### config.mk
export PLATFORM = sky130hd
export DESIGN_NAME = program_loader
export DESIGN_NICKNAME = d
export VERILOG_FILES = /design/src/rtl/program_loader.sv
export SDC_FILE = /design/constraint.sdc
export NUM_CORES = 1
export LEC_CHECK = 0
export CELL_PAD_IN_SITES_DETAIL_PLACEMENT = 0
export CELL_PAD_IN_SITES_GLOBAL_PLACEMENT = 2
export CORE_ASPECT_RATIO = 1.5
export CORE_MARGIN = 10
export CORE_UTILIZATION = 39
export CTS_CLUSTER_DIAMETER = 40
export DETAILED_ROUTE_END_ITERATION = 10
export DONT_BUFFER_PORTS = 1
export GPL_TIMING_DRIVEN = 0
export PLACE_DENSITY = 0.87
export SKIP_CTS_REPAIR_TIMING = 1
export SYNTH_ARGS = -nofsm -noshare
export SYNTH_HDL_FRONTEND = slang
export SYNTH_SLANG_ARGS = --single-unit
### constraint.sdc
create_clock -name clk -period 5.47 [get_ports clk]
set_input_delay 1.094 -clock clk [delete_from_list [all_inputs] [get_ports clk]]
set_output_delay 1.094 -clock clk [all_outputs]
set_load 0.1 [all_outputs]
### src/rtl/program_loader.sv
// Program loader: assembles a valid/ready byte stream (16-bit LE length, then LE words) into program memory writes.
// Latency: a word is written the cycle after its 4th byte is accepted; the core is released one cycle after the final write.
// Backpressure: byte_ready_o is low outside LEN_LO/LEN_HI/DATA and during every write cycle; the source holds unaccepted bytes.
//
// Ports:
//   clk, reset            - clock, synchronous active-high reset
//   load_start_i          - start pulse (honoured in IDLE/DONE/ERROR)
//   byte_i/_valid_i/_ready_o - incoming byte stream handshake
//   mem_write_o/_address_o/_data_o - program memory write port
//   cpu_reset_o, done_o, error_o, word_count_o - core control and status
module program_loader #(
    parameter int          MEMORY_DEPTH = 32,
    parameter logic [31:0] BASE_ADDRESS = 32'h0040_0000
) (
    input  logic        clk,
    input  logic        reset,
    input  logic        load_start_i,
    input  logic [7:0]  byte_i,
    input  logic        byte_valid_i,
    output logic        byte_ready_o,
    output logic        mem_write_o,
    output logic [31:0] mem_address_o,
    output logic [31:0] mem_data_o,
    output logic        cpu_reset_o,
    output logic        done_o,
    output logic        error_o,
    output logic [15:0] word_count_o
);

    typedef enum logic [2:0] {
        IDLE,
        LEN_LO,
        LEN_HI,
        DATA,
        DONE,
        ERROR
    } state_t;

    state_t      state;
    logic [1:0]  lane;
    logic [23:0] assembly;   // lanes 0..2; lane 3 is taken straight from byte_i
    logic [15:0] length;

    logic        byte_accept;
    logic [15:0] length_full;
    logic        length_bad;
    logic [15:0] count_next;

    assign byte_accept = byte_valid_i && byte_ready_o;
    assign length_full = {byte_i, length[7:0]};
    assign length_bad  = (length_full == 16'd0) ||
                         ({16'd0, length_full} > 32'(MEMORY_DEPTH));
    assign count_next  = word_count_o + 16'd1;

    always_ff @(posedge clk) begin
        if (reset) begin
            state         <= IDLE;
            byte_ready_o  <= 1'b0;
            mem_write_o   <= 1'b0;
            mem_address_o <= BASE_ADDRESS;
            mem_data_o    <= 32'd0;
            cpu_reset_o   <= 1'b1;
            done_o        <= 1'b0;
            error_o       <= 1'b0;
            word_count_o  <= 16'd0;
            lane          <= 2'd0;
            assembly      <= 24'd0;
            length        <= 16'd0;
        end else begin
            case (state)
                IDLE, DONE, ERROR: begin
                    if (load_start_i) begin
                        state        <= LEN_LO;
                        byte_ready_o <= 1'b1;
                        cpu_reset_o  <= 1'b1;
                        done_o       <= 1'b0;
                        error_o      <= 1'b0;
                        word_count_o <= 16'd0;
                        lane         <= 2'd0;
                        length       <= 16'd0;
                    end
                end

                LEN_LO: begin
                    if (byte_accept) begin
                        length[7:0] <= byte_i;
                        state       <= LEN_HI;
                    end
                end

                LEN_HI: begin
                    if (byte_accept) begin
                        length[15:8] <= byte_i;
                        if (length_bad) begin
                            state        <= ERROR;
                            error_o      <= 1'b1;
                            byte_ready_o <= 1'b0;
                        end else begin
                            state <= DATA;
                        end
                    end
                end

                DATA: begin
                    if (mem_write_o) begin
                        // Write cycle: no byte can be accepted (ready was cleared with the strobe).
                        mem_write_o  <= 1'b0;
                        word_count_o <= count_next;
                        if (count_next == length) begin
                            state        <= DONE;
                            done_o       <= 1'b1;
                            cpu_reset_o  <= 1'b0;
                            byte_ready_o <= 1'b0;
                        end else begin
                            byte_ready_o <= 1'b1;
                        end
                    end else if (byte_accept) begin
                        lane <= lane + 2'd1;
                        case (lane)
                            2'd0: assembly[7:0]   <= byte_i;
                            2'd1: assembly[15:8]  <= byte_i;
                            2'd2: assembly[23:16] <= byte_i;
                            default: begin
                                mem_write_o   <= 1'b1;
                                byte_ready_o  <= 1'b0;
                                mem_data_o    <= {byte_i, assembly};
                                mem_address_o <= BASE_ADDRESS + {14'd0, word_count_o, 2'b00};
                            end
                        endcase
                    end
                end

                default: begin
                    state <= IDLE;
                end
            endcase
        end
    end

endmodule

==> results.cfg, run 1 <==
; yosys + openroad results
[critical_path]
critical_path_required_ps = 5740
r2r_setup_slack_ps = 1510
r2r_cells = 6
end_kind = register

[synth]
avgSynthCellArea_um2 = 7.69
simple_gate_share_pct = 27.1
async_flop_share_pct = 0
common_cells = nand2_1 (154), dfxtp_1 (114), a21oi_1 (111)
yosysMostFrequentCell = nand2_1
mux_area_share_pct = 0.559
synth_top_area_share_pct = 42.5
ys_area_um2 = 5370
ys.flop_type = dfxtp_1
synth.largest_area_cell = dfxtp_1
ys_cells = 698

[flow_run]
cap_violations = 0

[power_and_ir_drop]
p_sw_share_pct = 26.2
p_switching_mw = 0.573
p_leak_nw = 2.14
powerDensity_nw_per_um2 = 352
seq_power_share_pct = 39.1

[final_timing]
fmax_mhz = 252
worst_pin_slew_ps = 1270
rsz0062_at_grt = no
setup_violations = 0
hold_viol = 0
slew_headroom_pct = 15.3

[clock_network]
cts_max_path_buffers = 2
cts.clk_slew.worst_paths_ps = 60
cts_tree = built

[hold_path]
hold_path.class = register to register
min_from = assembly[6]
min_to = assembly[6]
hold_depth = 2

[floorplanning]
dieWidth_um = 116
die_h_um = 164
initCoreUtil_pct = 39.9
num_io_pins = 97
chip_area_um2 = 19000

[placement]
hpwl_mm = 14.1
place.gp.congestion = 0.903

[run_status]
status = finished clean

[layout]
drive_above_1_share_pct = 9.02
final_nets = 748

[drt]
drc_errors = 0
dr.first_iter.drc_count = 272
dr.pass1.iters = 5
viasPerCell = 5.59

[global_route]
first_global_vias = 4963
==> run 1: cell type report <==
cell class              instances  area (um^2)
fillers                      1410         7250
plain buffers                  70          354
multi-input cells             523         2770
flip-flops and latches        114         2280
clock buffers                  19          443
well taps                     162          203
inverters                       5         18.8
clock inverters                12          156
==> run 1: worst max-delay path by stage <==
stage               slack [ps]            start            to
finish                    1510  word_count_o[0]  byte_ready_o
global route              1240  word_count_o[0]  byte_ready_o
CTS                       1390  word_count_o[0]  byte_ready_o
detailed placement        1400  word_count_o[0]  byte_ready_o
global placement          1360  word_count_o[0]  byte_ready_o
floorplan                 2120  word_count_o[0]  byte_ready_o
==> run 1: state kept, by name, indices dropped and copies added, names as in the netlist, 2 cells and up <==
signal / count
mem_data_o: 32
assembly: 24
length: 16
mem_address_o: 16
word_count_o: 16
state: 3
lane: 2
==> run 1: layer usage <==
| layer | vias up | global-route usage (%) | part of all wire (%) |
|---|---|---|---|
| li1 | 2482 | - | - |
| met1 | 2367 | 19.1 | 35 |
| met2 | 167 | 35.8 | 54 |
| met3 | 45 | 5.87 | 6.7 |
| met4 | 0 | 11.0 | 4.4 |
| met5 | - | 0 | 0 |
==> run 1: cell families after synthesis <==
group | count (synthesis)
flip-flops | 114
AND/OR/NAND/NOR | 312
AND-OR/OR-AND | 170
other | 2
multiplexers | 3
adder cells (fa/ha/maj) | 5
buffers and inverters | 75
XOR/XNOR | 17
==> run 1: worst max-delay path, cell delays in order (launching register included) <==
cell and delay, ps:
dfxtp_1 1170, nand4_1 630, o41ai_1 760, nand4b_1 140, or4b_1 540, o41ai_1 470, o21ai_1 110
==> run 1: placed cells by master, fill, tap and decap left out, drive strengths merged, types with 7 or more instances in the layout <==
cell type	synthesis	layout
and3	13	13
conb	2	16
buf	32	32
nand3	44	44
xnor2	13	13
clkbuf	38	57
nor2	39	39
nor4	7	7
a21oi	111	111
nor3	8	8
o21ai	14	14
nand2	154	154
a31oi	7	7
inv	5	7
dfxtp	114	114
nand4	9	9
==> run 1: power by group through the flow <==
| stage | Sequential, mW | Combinational, mW | Clock [mW] |
|---|---|---|---|
| 6_report | 0.854 | 0.200 | 1.13 |
| 4_1_cts | 0.854 | 0.198 | 1.15 |
| 3_5_place_dp | 0.872 | 0.197 | 0 |
| 2_1_floorplan | 0.869 | 0.156 | 0 |
| 3_3_place_gp | 0.872 | 0.197 | 0 |
| 5_1_grt | 0.855 | 0.215 | 1.19 |
==> run 1: per-stage QoR <==
stage	util [%]	setup WS, ps	total power, mW	hold WS (ps)
after floorplan	-	2120	1.03	432
after global placement	41.8	1360	1.07	442
after detailed placement	41.8	1400	1.07	451
after CTS	46.2	1390	2.20	458
after global routing	46.2	1240	2.26	478
final	46.2	1510	2.19	456
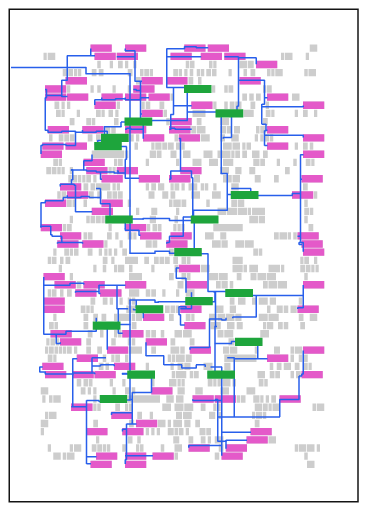
Run 1: clock network drawn from the DEF
(3 px per um)
Key: clock wires = blue [length 1670 um]; clock drivers = green [count 17]; flip-flops = magenta [count 114]
There are 18 routed clock nets. Position of the flops: widely spread.
Clk pwr share: 51.8%
Max Clock Skew: 7.59 ps
Power Clock: 1.13 mW

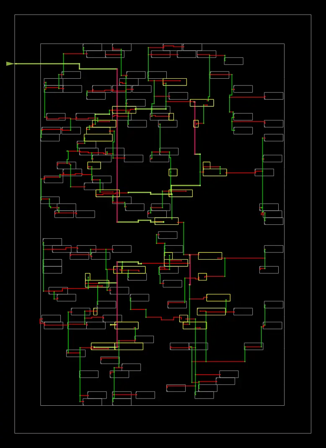
Run 1: clock routing
Late-Pin Clk Latency: 410 ps
total CTS buffers: 17
Clock Buffer Count: 19
clock sink total: 114

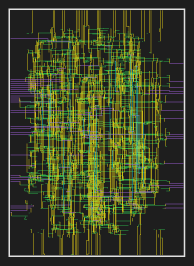
Run 1: wiring by layer
(1.5 px per um)
Key: metal 4 = cyan [wire length 824 um]; metal 2 = yellow [wire length 10000 um]; metal 3 = purple [wire length 1250 um]; metal 1 = green [wire length 6530 um]
gr usage total: 19.6%
Routed wire per std cell: 20.6 um
DR vias: 5061
WL final: 18.6 mm

==> run 2: changes to the inputs <==
--- a/config.mk
+++ b/config.mk
@@ -9,12 +9,12 @@
 export CELL_PAD_IN_SITES_GLOBAL_PLACEMENT = 2
 export CORE_ASPECT_RATIO = 1.5
 export CORE_MARGIN = 10
-export CORE_UTILIZATION = 39
+export CORE_UTILIZATION = 36
 export CTS_CLUSTER_DIAMETER = 40
 export DETAILED_ROUTE_END_ITERATION = 10
 export DONT_BUFFER_PORTS = 1
 export GPL_TIMING_DRIVEN = 0
-export PLACE_DENSITY = 0.87
+export PLACE_DENSITY = 0.82
 export SKIP_CTS_REPAIR_TIMING = 1
 export SYNTH_ARGS = -nofsm -noshare
 export SYNTH_HDL_FRONTEND = slang
==> constraint.sdc (replaced) <==
create_clock -name clk -period 3.68 [get_ports clk]
set_input_delay 0.736 -clock clk [delete_from_list [all_inputs] [get_ports clk]]
set_output_delay 0.736 -clock clk [all_outputs]
set_load 0.1 [all_outputs]
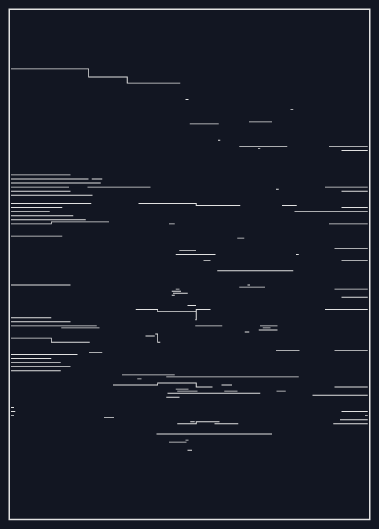
Run 2: M3 wires
(3 px per um)
The wires run mostly horizontal. 74 nets have wire on it. The layer carries 1240 um of wire. The longest straight run is 43.9 um.

==> run 2 against run 1 <==
  * Maximum frequency increased by 13%
  * Sequential power increased by 49%
  * Clock power increased by about 50%
  * Via count decreased by 0.34%
  * Critical path type unchanged
==> results.cfg, run 2 <==
; yosys + openroad results
[final_timing]
slew_headroom_pct = 18.5
hold_ws_ps = 451
rsz0062_at_grt = no
hold_viol = 0
setup_ws_ps = 173

[layout]
largest_reg_flops = 32
drive_above_1_share_pct = 10.8
nFillCells = 1569

[synth]
ys.flop_type = dfxtp_1
synth.largest_area_cell = dfxtp_1
ys_cells = 698

[drt]
vias = 5044
dr.pass1.iters = 6
drc_errors = 0

[critical_path]
crit_chain = nand3_1 -> or4_4 -> a211oi_2 -> or4b_1 -> o41ai_1 -> o21ai_1
end_kind = register
worst_path_largest_cell_delay_ps = 1110

[placement]
place.gp.congestion = 0.863
place_ws_ps = -403
hpwl_mm = 14.5

[run_status]
status = finished clean

[global_route]
grt_usage_pct = 18.5

[floorplanning]
initCoreUtil_pct = 36.8

[clock_network]
cts_max_path_buffers = 2
-- run 2: logic make-up after synthesis --
family          after synthesis  share of synthesized area (%)
fa+ha+maj                     5                           1.17
mux                           3                          0.559
simple gates                312                           27.1
xor+xnor                     17                           2.77
buf+inv                      75                           6.95
compound gates              170                           18.8
other cells                   2                          0.140
flops                       114                           42.5
-- run 2: path summary, 6_finish.rpt --
path	end	slack (ps)	startpoint	depth (start not counted)
worst max-delay path	byte_ready_o	170	word_count_o[11]	6
worst min-delay path	mem_data_o[31]	450	byte_i[7]	2
worst max register to register	byte_ready_o	170	word_count_o[11]	6
worst min register to register	assembly[4]	460	assembly[4]	2
-- run 2: layer usage --
metal / GRT usage (%) / share of wire, %
met1: 17.3 / 36
met2: 35.1 / 54
met3: 6.09 / 6.5
met4: 9.05 / 3.9
met5: 0 / 0
-- run 2: critical path, delay by kind of cell (launching register included) --
family / cells / cell delay [ps]
AND/OR/NAND/NOR: 3 / 1540
flip-flops: 1 / 1110
AND-OR/OR-AND: 3 / 720
-- run 2: where the power goes --
part | switching, mW | total (mW) | internal [mW] | leakage (nW)
combinational | 0.228 | 0.300 | 0.0727 | 0.933
clock | 0.674 | 1.69 | 1.02 | 0.289
sequential | 0.0232 | 1.27 | 1.25 | 0.924
-- run 2: metrics by stage --
step	power [mW]	setup TNS [ps]	std cells
floorplan	1.52	0	712
global placement	1.59	-887	908
detailed placement	1.59	-972	908
CTS	3.27	-1140	940
global route	3.36	0	940
finish	3.26	0	940
-- run 2: area by class of cell --
type / count / area share (%)
buffer: 70 / 5.64
clock inverter: 15 / 2.75
inverter: 5 / 0.299
sequential: 114 / 36.6
tap: 196 / 3.91
clock buffer: 17 / 6.78
multi-input combinational: 523 / 44.1
Power and IR drop assume default switching activity.
